**config.mk**
```make
export PLATFORM = sky130hd
export DESIGN_NAME = i2s_audio_out
export DESIGN_NICKNAME = d
export VERILOG_FILES = /design/src/rtl/aud_pkg.sv /design/src/rtl/aud_sync_fifo.sv /design/src/rtl/i2s_audio_out.sv
export SDC_FILE = /design/constraint.sdc
export NUM_CORES = 1
export LEC_CHECK = 0
export ABC_AREA = 0
export CELL_PAD_IN_SITES_DETAIL_PLACEMENT = 0
export CELL_PAD_IN_SITES_GLOBAL_PLACEMENT = 2
export CORE_UTILIZATION = 53
export CTS_CLUSTER_SIZE = 24
export DETAILED_ROUTE_END_ITERATION = 7
export GPL_TIMING_DRIVEN = 0
export HOLD_SLACK_MARGIN = 0.12
export MAX_ROUTING_LAYER = met4
export PLACE_DENSITY = 0.87
export SLEW_MARGIN = 20
export SYNTH_ARGS = -nofsm -noshare
export SYNTH_HDL_FRONTEND = slang
export SYNTH_SLANG_ARGS = --single-unit
```
**constraint.sdc**
```tcl
create_clock -name clk_clk -period 5.2 [get_ports clk_clk]
set_clock_uncertainty 0.15 [all_clocks]
set_input_delay 0.78 -clock clk_clk [delete_from_list [all_inputs] [get_ports clk_clk]]
set_output_delay 0.78 -clock clk_clk [all_outputs]
set_load 0.05 [all_outputs]
```
**src/rtl/aud_pkg.sv**
```systemverilog
// Shared types and constants for the I2S audio output path.
// One stereo frame is 64 BCLK periods: 32 slots per channel.
package aud_pkg;

    localparam int SAMPLE_W_DEF = 16;
    localparam int FRAME_BITS   = 64;
    localparam int HALF_BITS    = 32;

    typedef struct packed {
        logic signed [SAMPLE_W_DEF-1:0] left;
        logic signed [SAMPLE_W_DEF-1:0] right;
    } stereo_t;

endpackage

```
**src/rtl/aud_sync_fifo.sv**
```systemverilog
// Single-clock FIFO of stereo frames.
// Reports full/empty/level; pop_data shows the oldest entry combinationally.
module aud_sync_fifo
    import aud_pkg::*;
#(
    parameter int  DEPTH = 16,
    parameter type T     = stereo_t
) (
    input  logic                   clk,
    input  logic                   reset,
    input  logic                   push,
    input  T                       push_data,
    input  logic                   pop,
    output T                       pop_data,
    output logic                   full,
    output logic                   empty,
    output logic [$clog2(DEPTH):0] level
);

    localparam int AW = $clog2(DEPTH);
    localparam int LW = AW + 1;

    T              mem [DEPTH];
    logic [AW-1:0] wr_ptr;
    logic [AW-1:0] rd_ptr;
    logic          do_push;
    logic          do_pop;

    assign full     = (level == LW'(DEPTH));
    assign empty    = (level == '0);
    assign do_push  = push && !full;
    assign do_pop   = pop && !empty;
    assign pop_data = mem[rd_ptr];

    // DEPTH is a power of two, so the pointers wrap on their own.
    always_ff @(posedge clk) begin
        if (reset) begin
            wr_ptr <= '0;
            rd_ptr <= '0;
            level  <= '0;
        end else begin
            if (do_push) begin
                mem[wr_ptr] <= push_data;
                wr_ptr      <= wr_ptr + 1'b1;
            end
            if (do_pop) begin
                rd_ptr <= rd_ptr + 1'b1;
            end
            case ({do_push, do_pop})
                2'b10:   level <= level + 1'b1;
                2'b01:   level <= level - 1'b1;
                default: level <= level;
            endcase
        end
    end

endmodule

```
**src/rtl/i2s_audio_out.sv**
```systemverilog
// Stereo PCM to I2S serialiser with frame FIFO, BCLK/LRCK generation and underrun flag.
// Optional I2S_VOL_EN adds a vol_shift port for arithmetic attenuation at frame load.
module i2s_audio_out
    import aud_pkg::*;
#(
    parameter int BCLK_DIV   = 2,
    parameter int SAMPLE_W   = aud_pkg::SAMPLE_W_DEF,
    parameter int FIFO_DEPTH = 16
) (
    input  logic                        clk_clk,
    input  logic                        reset_reset,
    input  logic                        enable,
    input  logic                        s_valid,
    output logic                        s_ready,
    input  logic [SAMPLE_W-1:0]         s_left,
    input  logic [SAMPLE_W-1:0]         s_right,
    output logic [$clog2(FIFO_DEPTH):0] fifo_level,
    output logic                        underrun,
    output logic                        aud_bclk,
    output logic                        aud_daclrck,
    output logic                        aud_dacdat
`ifdef I2S_VOL_EN
    ,
    input  logic [3:0]                  vol_shift
`endif
);

    localparam int DIV_W = (BCLK_DIV > 1) ? $clog2(BCLK_DIV) : 1;
    localparam int KW    = $clog2(FRAME_BITS);

    typedef struct packed {
        logic signed [SAMPLE_W-1:0] left;
        logic signed [SAMPLE_W-1:0] right;
    } frame_t;

    logic [DIV_W-1:0]    div_cnt;
    logic [KW-1:0]       bit_cnt;
    logic [KW-1:0]       k_next;
    frame_t              in_frame;
    frame_t              fifo_out;
    frame_t              frame_load;
    frame_t              frame_reg;
    logic                full;
    logic                empty;
    logic                push;
    logic                pop;
    logic                wrap;
    logic                slot;
    logic                dat_next;
    int                  kn;
    logic [SAMPLE_W-1:0] l_sh;
    logic [SAMPLE_W-1:0] r_sh;

    // Sample port handshake: a frame moves when s_valid && s_ready on a clock edge.
    assign s_ready        = !full;
    assign push           = s_valid && !full;
    assign in_frame.left  = s_left;
    assign in_frame.right = s_right;

    assign wrap   = (div_cnt == DIV_W'(BCLK_DIV - 1));
    assign slot   = enable && wrap && aud_bclk;
    assign k_next = bit_cnt + 1'b1;
    assign pop    = slot && (k_next == '0) && !empty;

    aud_sync_fifo #(
        .DEPTH (FIFO_DEPTH),
        .T     (frame_t)
    ) u_fifo (
        .clk       (clk_clk),
        .reset     (reset_reset),
        .push      (push),
        .push_data (in_frame),
        .pop       (pop),
        .pop_data  (fifo_out),
        .full      (full),
        .empty     (empty),
        .level     (fifo_level)
    );

    always_comb begin
`ifdef I2S_VOL_EN
        frame_load.left  = $signed(fifo_out.left) >>> vol_shift;
        frame_load.right = $signed(fifo_out.right) >>> vol_shift;
`else
        frame_load = fifo_out;
`endif
    end

    // One-bit I2S delay: each channel's MSB goes out one slot after LRCK changes.
    always_comb begin
        dat_next = 1'b0;
        l_sh     = '0;
        r_sh     = '0;
        kn       = int'(k_next);
        if (kn >= 1 && kn <= SAMPLE_W) begin
            l_sh     = frame_reg.left >> (SAMPLE_W - kn);
            dat_next = l_sh[0];
        end else if (kn >= HALF_BITS + 1 && kn <= HALF_BITS + SAMPLE_W) begin
            r_sh     = frame_reg.right >> (SAMPLE_W - (kn - HALF_BITS));
            dat_next = r_sh[0];
        end
    end

    always_ff @(posedge clk_clk) begin
        if (reset_reset) begin
            div_cnt     <= '0;
            bit_cnt     <= KW'(FRAME_BITS - 1);
            frame_reg   <= '0;
            aud_bclk    <= 1'b0;
            aud_daclrck <= 1'b0;
            aud_dacdat  <= 1'b0;
            underrun    <= 1'b0;
        end else if (!enable) begin
            // Parking bit_cnt at the last slot makes the next enabled frame start at k=0.
            div_cnt     <= '0;
            bit_cnt     <= KW'(FRAME_BITS - 1);
            aud_bclk    <= 1'b0;
            aud_daclrck <= 1'b0;
            aud_dacdat  <= 1'b0;
            underrun    <= 1'b0;
        end else begin
            underrun <= 1'b0;
            div_cnt  <= wrap ? '0 : div_cnt + 1'b1;
            if (wrap) begin
                aud_bclk <= !aud_bclk;
            end
            if (slot) begin
                bit_cnt     <= k_next;
                aud_daclrck <= (kn >= HALF_BITS);
                aud_dacdat  <= dat_next;
                if (k_next == '0) begin
                    frame_reg <= empty ? '0 : frame_load;
                    underrun  <= empty;
                end
            end
        end
    end

endmodule

```
==> impl_metrics.env, run 1 <==
# physical design summary
export IMPL_rsz0062_at_grt="false"
export IMPL_setup_viol=0
export IMPL_final_max_slew_viol_count=0
export IMPL_critical_path_class="reg -> reg"
export IMPL_largestPowerGroup="registers"
export IMPL_cts_resized=0
export IMPL_ir_worst_vdd_v=0.000245
export IMPL_grt_usage_pct=24.1
export IMPL_xor_share_pct=0.634
export IMPL_htree_levels=2
export IMPL_top_area_cell="edfxtp_1"
export IMPL_worstHoldPathCells=1
export IMPL_yosysUniqueCellTypes=43
export IMPL_ys_sh_adder_pct=0.714
export IMPL_grt_pass1_vias=11003
export IMPL_ys_cells=1081
export IMPL_layout_drive_gt1_share_pct=23.3
export IMPL_clkTransAtPathRegs_ns=0.06
export IMPL_synth_async_reset_ratio_pct=0
export IMPL_largest_reg_flops=512
export IMPL_simple_gate_share_pct=2.67
export IMPL_taps=532
export IMPL_dpl_worst_slack_ns=1.23
export IMPL_powerSeq_mw=5.05
export IMPL_top_cell_area_share_pct=69.6
export IMPL_synthTopCellsByArea="edfxtp_1, mux4_2, dfxtp_1"
export IMPL_synth_warnings=0
export IMPL_mux_area_share_pct=15.7
export IMPL_grt_use_met1_pct=33.4
export IMPL_r2r_end="u_fifo.level[4]"
export IMPL_use_met2_pct=37.3
export IMPL_finalHoldViolCount=0
export IMPL_post_route_period_util_pct=67.6
export IMPL_comb_area_um2=5320
export IMPL_fmax_mhz=284
export IMPL_power_frac_clock_pct=42.2
export IMPL_rrSetupSlack_ns=1.68
export IMPL_areaGrowthSynthToFinish_pct=16.6
export IMPL_switchingPower_mw=1.84
export IMPL_via_per_inst=6.10
export IMPL_place_congestion=0.786
export IMPL_cp_slowest_cell="dfxtp_1"
export IMPL_yosysChipArea_um2=22100
export IMPL_grt_max_degree=19
export IMPL_nNonClkInverters=6
export IMPL_place_area_um2=24000
export IMPL_post_cts_repair_setup_buffers=0
export IMPL_synth_compound_area_share_pct=3.81
export IMPL_io_pin_count=46
export IMPL_slowest_delay_ns=0.50
export IMPL_nonClockBufferCount=133
export IMPL_ant_nets=0
export IMPL_top_logic_kind="multiplexers"
export IMPL_leakage_nw=8.04
export IMPL_warnings=31
export IMPL_cp_depth=12
export IMPL_fp_util_pct=54.0
export IMPL_wl_met3_um=3100
export IMPL_layout_nonclk_buf_share_pct=5.52
export IMPL_finalWorstSetupSlack_ns=1.68
export IMPL_postSynthCellCount=1081
export IMPL_worstReg2RegStart="bit_cnt[2]"
export IMPL_drc=0
export IMPL_cap_violations=0
export IMPL_dr_max_layer_used="met4"
export IMPL_logic_gates=440
export IMPL_sh_comb_area_pct=20.6
export IMPL_power_density_nw_per_um2=353
export IMPL_final_util_pct=62.9
export IMPL_cts_max_path_buffers=3
export IMPL_seq_power_share_pct=55.5
export IMPL_final_nets=1258
export IMPL_wl_met1_um=20200
export IMPL_seq_area_um2=16600
export IMPL_drtIter0Drc=1233
export IMPL_intPower_mw=7.26
export IMPL_synth_edff_count=512
export IMPL_syn_area_um2=22100
export IMPL_antennaDiodeCount=0
export IMPL_busiest_layer="met2"
export IMPL_chip_area_um2=42500
export IMPL_numPortBuffers=45
export IMPL_crit_start="bit_cnt[2]"
export IMPL_grt_overflow_total=0
export IMPL_cp_top_family="simple AND/OR/NAND/NOR gates"
export IMPL_grt_pass1_wl_um=70500
export IMPL_finalHoldWorstSlack_ns=0.326
export IMPL_end_kind="flip-flop"
export IMPL_critical_path_endpoint="u_fifo.level[4]"
export IMPL_common_cells="edfxtp_1, mux4_2, dfxtp_1"
export IMPL_comb_power_mw=0.210
export IMPL_nFillCells=2798
export IMPL_path_max_fanout=10
export IMPL_antenna_found_initial=0
export IMPL_finalSetupTns_ns=0
export IMPL_area_share_clock_buf_inv_pct=6.80
export IMPL_cts_hold_fix_buffers=0
export IMPL_layout_cells_non_filler=1789
export IMPL_holdPathEnd="frame_reg[17]"
export IMPL_dp_cells=1683
export IMPL_ys_ff=572
export IMPL_path_cells="buf_2 > nand2_1 > a211oi_1 > nand3_1 > nor2_1 > ha_1 > ha_1 > a21o_1 > a21oi_1 > xor2_1 > or3_1 > a21oi_1"
export IMPL_critPathRequiredTime_ns=5.59
export IMPL_crit_arrival_ns=3.90
export IMPL_largest_cell_class="sequential cells"
export IMPL_fin_crit_ns=3.52
export IMPL_ys_flop_type="edfxtp_1"
export IMPL_synth_area_per_cell_um2=20.4
export IMPL_cts_tree="yes"
export IMPL_maxSlewHeadroom_pct=34.2
export IMPL_mostFrequentLayoutCells="edfxtp_1, mux4_2, dfxtp_1, clkbuf_16, clkdlybuf4s50_1"
export IMPL_critical_path_buf_inv_count=1
export IMPL_die_x_um=206
export IMPL_swShare_pct=20.2
export IMPL_wl_met2_um=23100
export IMPL_fp_nets=1129
export IMPL_yosysSeqAreaShare_pct=75.0
export IMPL_hp_start="frame_reg[17]"
export IMPL_seq_cells=572
export IMPL_lay_top_count="edfxtp_1"
export IMPL_p_comb_share_pct=2.3
export IMPL_dieHeight_um=206
export IMPL_outcome="complete, no violations"
export IMPL_hp_class="reg -> reg"
export IMPL_root_buffer="clkbuf_16"
Run 1, signal wires on met3:
Bar = 50 um.
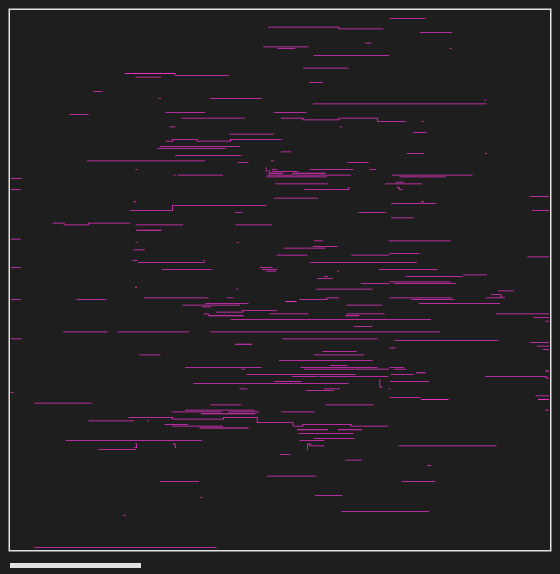
The wires run mostly horizontal. The longest straight run is 87.4 um.
routed vias: 10,908
final wirelength: 47,400 um
routing usage on met3: 4.35%

Run 1, placement by cell class:
Fill, decap, tap and diode cells in grey.
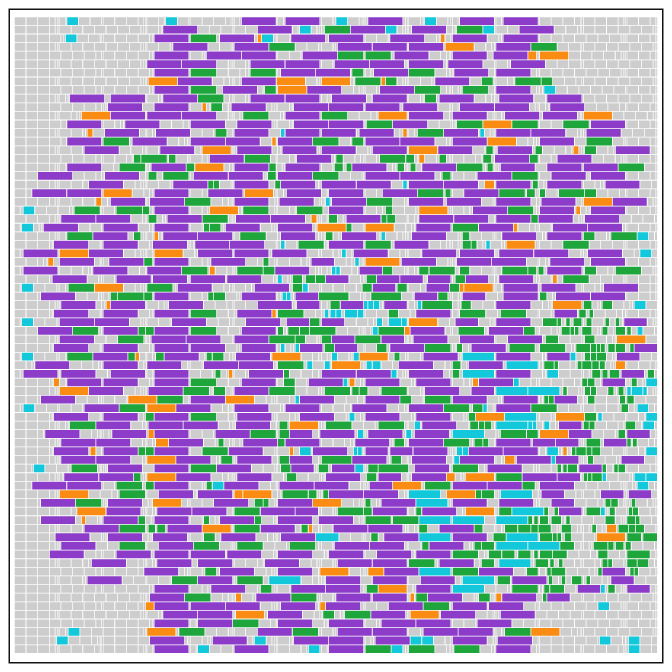
Key: combinational and other logic = green [cells 446, share of their area 21%]; remaining buffers and delay cells = cyan [cells 133, share of their area 5.7%]; clock drivers and dummy loads = orange [cells 106, share of their area 7.0%]; sequential cells = purple [cells 572, share of their area 66%]
sequential cell area share: 64.4%
core area: 40,900 um^2
fin area: 25,800 um^2
# rows: 74

Run 1, clock wiring as the flow saved it:
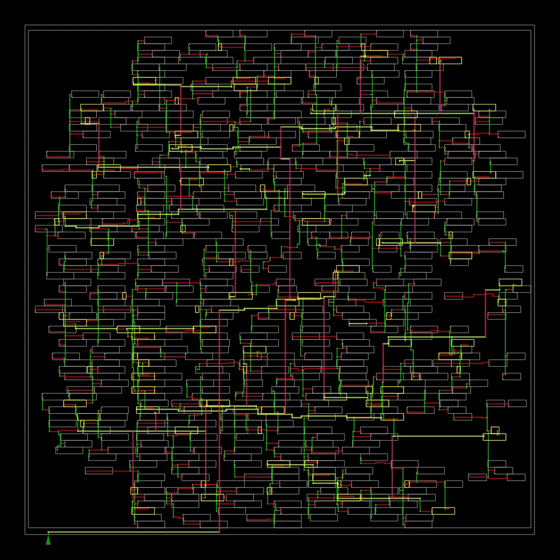
Clk. pwr: 3.84 mW
clkbuf count: 73
total clock sinks: 572
clk_lat worst skew: 0.61 ns
clock buffer count from CTS: 57

Run 1, wire density map:
Bar = 50 um. The die is cut into 21 by 21 equal tiles; dark blue is low, red is high, scaled to the fullest tile. Values are wire area over tile area, all layers added.
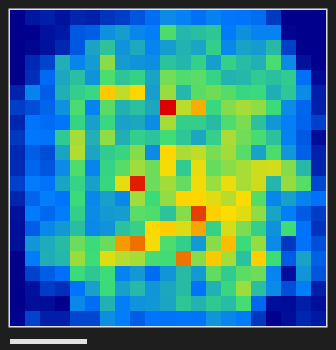

==> run 1 -> run 2 <==
CORE_UTILIZATION = 44   (was 53)
PLACE_DENSITY = 0.78   (was 0.87)
clock period = 3 ns   (was 5.2 ns; I/O delays follow)
Run 2, wire density map:
Bar = 50 um. The die is cut into 23 by 23 equal tiles; dark blue is low, red is high, scaled to the fullest tile. Values are wire area over tile area, all layers added.
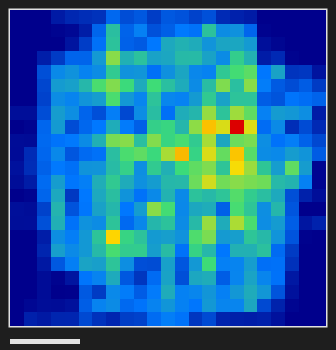
The fullest tile reaches 0.58. The mean over all tiles is 0.15. 15% of the tiles are nearly empty. The densest ninth of the die: middle. 10% of the tiles are over half the peak.
drt wl/cell: 25.0 um
final wirelength: 48,300 um
Total Routing Usage GR: 20.3%
routed vias: 10,839

==> run 2 against run 1 <==
Against the previous run: routed wire length up 1.9%; worst hold slack worse by 0.0045 ns; total power up 77%; synthesized area unchanged; clock-buffer cell count up 13; first-iteration DRC count down 24%; synthesized cell count unchanged; worst setup slack worse by 1.6 ns; global-route usage down 3.7 points; register-to-register slack worse by 1.6 ns; cell count up 7.7%; combinational power up 83%; critical path type unchanged; critical endpoint is now aud_dacdat; highest routed layer unchanged.
==> impl_metrics.env, run 2 <==
# physical design summary
export IMPL_seq_cells=572
export IMPL_wl_met1_um=20700
export IMPL_setup_viol=0
export IMPL_finalWorstSetupSlack_ns=0.0700
export IMPL_largest_cell_class="sequential cells"
export IMPL_ir_worst_vdd_v=0.000370
export IMPL_areaGrowthSynthToFinish_pct=18.4
export IMPL_worstHoldPathCells=1
export IMPL_yosysUniqueCellTypes=43
export IMPL_yosysSeqAreaShare_pct=75.0
export IMPL_finalHoldViolCount=0
export IMPL_design_area_um2=26200
export IMPL_xor_share_pct=0.634
export IMPL_drtIter0Drc=933
export IMPL_num_rows=81
export IMPL_via_per_inst=5.62
export IMPL_cp_depth=9
export IMPL_common_cells="edfxtp_1, mux4_2, dfxtp_1"
export IMPL_fin_crit_ns=2.93
export IMPL_syn_area_um2=22100
export IMPL_grt_use_met1_pct=27.5
export IMPL_top_logic_kind="multiplexers"
export IMPL_largest_reg_flops=512
export IMPL_antenna_found_initial=0
export IMPL_logic_gates=440
export IMPL_crit_start="bit_cnt[0]"
export IMPL_antennaDiodeCount=0
export IMPL_fp_nets=1129
export IMPL_leakage_nw=8.11
export IMPL_numPortBuffers=45
export IMPL_synthTopCellsByArea="edfxtp_1, mux4_2, dfxtp_1"
export IMPL_top_cell_area_share_pct=69.6
export IMPL_mostFrequentLayoutCells="edfxtp_1, mux4_2, clkbuf_16, clkbuf_1, dfxtp_1"
export IMPL_chip_area_um2=51100
export IMPL_ys_cells=1081
export IMPL_drc=0
export IMPL_end_kind="flip-flop"
export IMPL_io_pin_count=46
export IMPL_slowest_delay_ns=0.58
export IMPL_cap_violations=0
export IMPL_power_frac_clock_pct=43.2
export IMPL_ant_nets=0
export IMPL_mux_area_share_pct=15.7
export IMPL_intPower_mw=12.9
export IMPL_synth_async_reset_ratio_pct=0
export IMPL_comb_power_mw=0.384
export IMPL_switchingPower_mw=3.20
export IMPL_layout_cells_non_filler=1927
export IMPL_dieHeight_um=226
export IMPL_r2r_end="aud_dacdat"
export IMPL_nonClockBufferCount=139
export IMPL_cts_tree="yes"
export IMPL_cts_hold_fix_buffers=0
export IMPL_synth_area_per_cell_um2=20.4
export IMPL_outcome="complete, no violations"
export IMPL_hp_start="frame_reg[5]"
export IMPL_worstReg2RegStart="bit_cnt[0]"
export IMPL_p_clk_mw=6.96
export IMPL_lay_top_count="edfxtp_1"
export IMPL_power_density_nw_per_um2=615
export IMPL_wl_met2_um=23300
export IMPL_synth_edff_count=512
export IMPL_path_max_fanout=10
export IMPL_cp_top_family="multiplexers"
export IMPL_grt_pass1_vias=11256
export IMPL_area_share_clock_buf_inv_pct=6.94
export IMPL_busiest_layer="met2"
export IMPL_dpl_worst_slack_ns=-0.684
export IMPL_final_max_slew_viol_count=0
export IMPL_critPathRequiredTime_ns=3.34
export IMPL_wl_met3_um=3110
export IMPL_yosysChipArea_um2=22100
export IMPL_cts_max_path_buffers=3
export IMPL_root_buffer="clkbuf_16"
export IMPL_post_route_period_util_pct=97.7
export IMPL_clkTransAtPathRegs_ns=0.06
export IMPL_grt_overflow_total=0
export IMPL_core_um2=49300
export IMPL_hp_class="reg -> reg"
export IMPL_cts_buffers=57
export IMPL_warnings=33
export IMPL_holdPathEnd="frame_reg[5]"
export IMPL_final_util_pct=53.1
export IMPL_sh_comb_area_pct=20.6
export IMPL_grt_pass1_wl_um=72700
export IMPL_critical_path_endpoint="aud_dacdat"
export IMPL_comb_area_um2=5400
export IMPL_clock_latency_ns=0.61
export IMPL_dr_max_layer_used="met4"
export IMPL_nFillCells=3858
export IMPL_layout_drive_gt1_share_pct=24.9
export IMPL_n_clock_buffer=86
export IMPL_die_x_um=226
export IMPL_layout_nonclk_buf_share_pct=5.71
export IMPL_cp_slowest_cell="mux4_1"
export IMPL_path_cells="buf_6 > inv_1 > ha_4 > buf_6 > buf_6 > mux4_1 > mux4_2 > mux2_2 > o2bb2ai_1"
export IMPL_ys_ff=572
export IMPL_largestPowerGroup="registers"
export IMPL_ys_sh_adder_pct=0.714
export IMPL_powerSeq_mw=8.75
export IMPL_seq_power_share_pct=54.4
export IMPL_finalSetupTns_ns=0
export IMPL_seq_area_um2=16600
export IMPL_rsz0062_at_grt="true"
export IMPL_dp_cells=1815
export IMPL_place_area_um2=24200
export IMPL_grt_max_degree=20
export IMPL_use_met2_pct=31.7
export IMPL_cts_resized=17
export IMPL_post_cts_repair_setup_buffers=3
export IMPL_postSynthCellCount=1081
export IMPL_htree_levels=2
export IMPL_critical_path_class="reg -> reg"
export IMPL_gr_usage_met3_pct=3.62
export IMPL_clkSinkCount=572
export IMPL_top_area_cell="edfxtp_1"
export IMPL_finalHoldWorstSlack_ns=0.321
export IMPL_firstDrtPassIters=5
export IMPL_place_congestion=0.773
export IMPL_nNonClkInverters=6
export IMPL_critical_path_buf_inv_count=4
export IMPL_ys_flop_type="edfxtp_1"
export IMPL_synth_warnings=0
export IMPL_seq_area_share_pct=63.5
export IMPL_p_comb_share_pct=2.4
export IMPL_fmax_mhz=341
export IMPL_crit_arrival_ns=3.27
export IMPL_synth_compound_area_share_pct=3.81
export IMPL_final_nets=1264
export IMPL_swShare_pct=19.9
export IMPL_rrSetupSlack_ns=0.07
export IMPL_taps=664
export IMPL_maxSlewHeadroom_pct=40.3
Run 2, signal wires on met3:
Bar = 50 um.
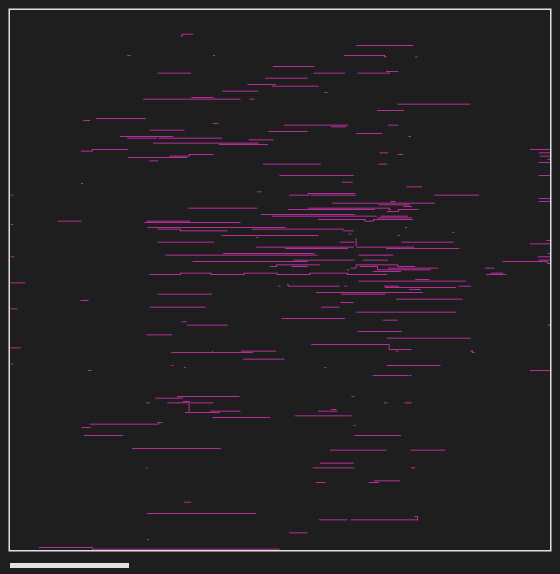

==> run 2 -> run 3 <==
CTS_CLUSTER_SIZE = 16   (was 24)
GPL_TIMING_DRIVEN = unset   (was 0)
Run 3, signal wires on met3:
Bar = 50 um.
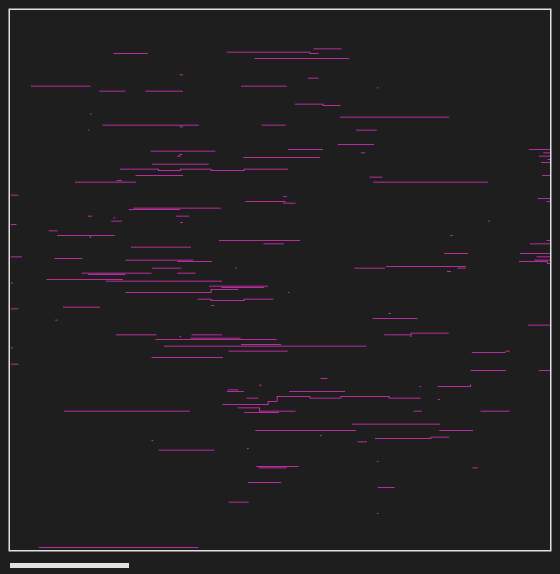
The longest straight run is 84.4 um. The layer carries 2,140 um of wire. 77 nets have wire on it.
routed vias: 10,564
final wirelength: 46,500 um

==> run 3 against run 2 <==
Against the previous run: clock power decreased by 2%; worst setup slack improved by 0.077 ns; flip-flop count unchanged; register-to-register slack improved by 0.08 ns; global-route usage decreased by 0.83 points; clock-buffer cell count decreased by 14; maximum frequency increased by 2.7%; routed wire length decreased by 3.7%; critical path type unchanged.
==> impl_metrics.env, run 3 <==
# physical design summary
export IMPL_outcome="complete, no violations"
export IMPL_cp_depth=11
export IMPL_ys_cells=1081
export IMPL_yosysSeqAreaShare_pct=75.0
export IMPL_grt_use_met1_pct=26.5
export IMPL_nonClockBufferCount=116
export IMPL_worstHoldPathCells=1
export IMPL_n_clock_buffer=72
export IMPL_crit_arrival_ns=3.24
export IMPL_cp_top_family="simple AND/OR/NAND/NOR gates"
export IMPL_root_buffer="clkbuf_16"
export IMPL_fp_nets=1129
export IMPL_cap_violations=0
export IMPL_common_cells="edfxtp_1, mux4_2, dfxtp_1"
export IMPL_seq_cells=572
export IMPL_synth_async_reset_ratio_pct=0
export IMPL_clkTransAtPathRegs_ns=0.06
export IMPL_ys_flop_type="edfxtp_1"
export IMPL_taps=664
export IMPL_grt_pass1_wl_um=70100
export IMPL_yosysChipArea_um2=22100
export IMPL_use_met2_pct=30.6
export IMPL_comb_power_mw=0.409
export IMPL_yosysUniqueCellTypes=43
export IMPL_cts_buffers=57
export IMPL_largestPowerGroup="registers"
export IMPL_numPortBuffers=45
export IMPL_fin_crit_ns=2.85
export IMPL_seq_area_um2=16600
export IMPL_path_max_fanout=4
export IMPL_final_util_pct=52.7
export IMPL_power_density_nw_per_um2=616
export IMPL_p_comb_share_pct=2.6
export IMPL_grt_pass1_vias=10763
export IMPL_finalSetupTns_ns=0
export IMPL_postSynthCellCount=1081
export IMPL_final_nets=1241
export IMPL_lay_top_count="edfxtp_1"
export IMPL_finalHoldViolCount=0
export IMPL_critical_path_buf_inv_count=1
export IMPL_mostFrequentLayoutCells="edfxtp_1, mux4_2, clkbuf_16, dfxtp_1, clkdlybuf4s50_1"
export IMPL_ys_ff=572
export IMPL_swShare_pct=19.9
export IMPL_end_kind="flip-flop"
export IMPL_critPathRequiredTime_ns=3.39
export IMPL_powerSeq_mw=8.74
export IMPL_place_congestion=0.771
export IMPL_top_area_cell="edfxtp_1"
export IMPL_layout_drive_gt1_share_pct=26.0
export IMPL_grt_usage_pct=19.5
export IMPL_cp_slowest_cell="or4_4"
export IMPL_slowest_delay_ns=0.56
export IMPL_fmax_mhz=351
export IMPL_antennaDiodeCount=2
export IMPL_setup_viol=0
export IMPL_wl_met1_um=20400
export IMPL_leakage_nw=8.03
export IMPL_dieHeight_um=226
export IMPL_maxSlewHeadroom_pct=40.9
export IMPL_die_x_um=226
export IMPL_logic_gates=440
export IMPL_synthTopCellsByArea="edfxtp_1, mux4_2, dfxtp_1"
export IMPL_cts_max_path_buffers=3
export IMPL_wl_met2_um=23000
export IMPL_clkSinkCount=572
export IMPL_ir_worst_vdd_v=0.000441
export IMPL_ant_nets=0
export IMPL_p_clk_mw=6.84
export IMPL_finalWorstSetupSlack_ns=0.147
export IMPL_synth_area_per_cell_um2=20.4
export IMPL_intPower_mw=12.8
export IMPL_post_route_period_util_pct=95.1
export IMPL_design_area_um2=26000
export IMPL_sh_comb_area_pct=20.7
export IMPL_wl_met3_um=2140
export IMPL_core_um2=49300
export IMPL_synth_compound_area_share_pct=3.81
export IMPL_syn_area_um2=22100
export IMPL_finalHoldWorstSlack_ns=0.327
export IMPL_path_cells="or4_4 > nor2_4 > nor2_2 > ha_2 > buf_4 > fa_1 > a21o_1 > a21oi_2 > xor2_1 > or3_1 > a21oi_1"
export IMPL_wire_per_inst_um=24.4
export IMPL_nNonClkInverters=6
export IMPL_hp_start="frame_reg[6]"
export IMPL_mux_area_share_pct=15.7
export IMPL_num_rows=81
export IMPL_comb_area_um2=5370
export IMPL_drtIter0Drc=928
export IMPL_holdPathEnd="frame_reg[6]"
export IMPL_dp_cells=1796
export IMPL_layout_nonclk_buf_share_pct=5.14
export IMPL_place_area_um2=24100
export IMPL_grt_max_degree=65
export IMPL_largest_reg_flops=512
export IMPL_grt_overflow_total=0
export IMPL_crit_start="u_fifo.level[0]"
export IMPL_area_share_clock_buf_inv_pct=6.92
export IMPL_synth_warnings=0
export IMPL_critical_path_class="reg -> reg"
export IMPL_cts_tree="yes"
export IMPL_dr_max_layer_used="met4"
export IMPL_ys_sh_adder_pct=0.714
export IMPL_seq_area_share_pct=64.0

==> layout pictures side by side <==
The metal 1 layer.
Plate I
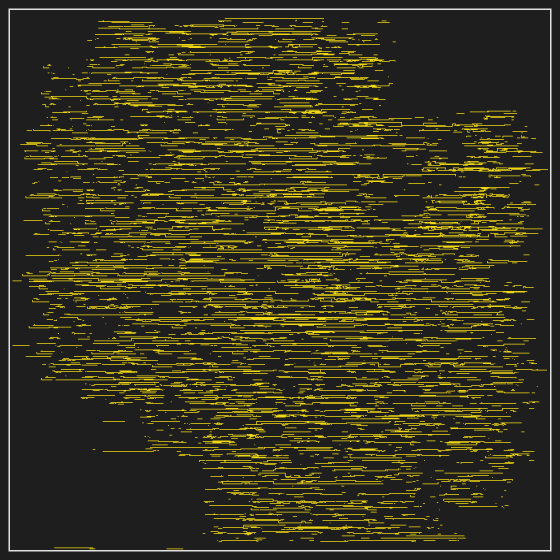
Plate II
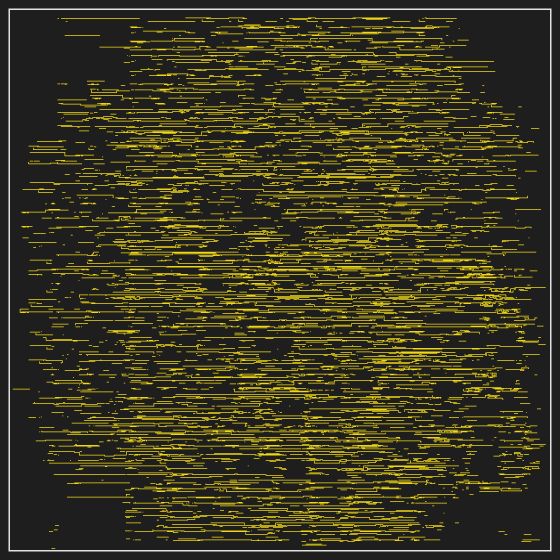
Plate III
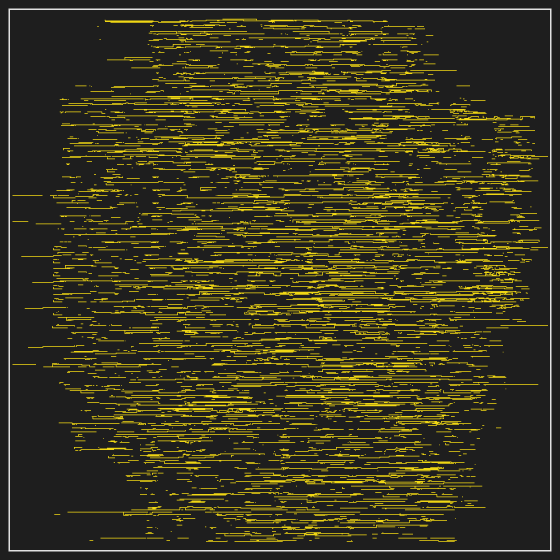
Plate II -> run 1
Plate III -> run 2
Plate I -> run 3

Key to Plate III:
The layer carries 20.7 mm of wire. The wires run mostly horizontal.

Power and IR drop assume default switching activity.
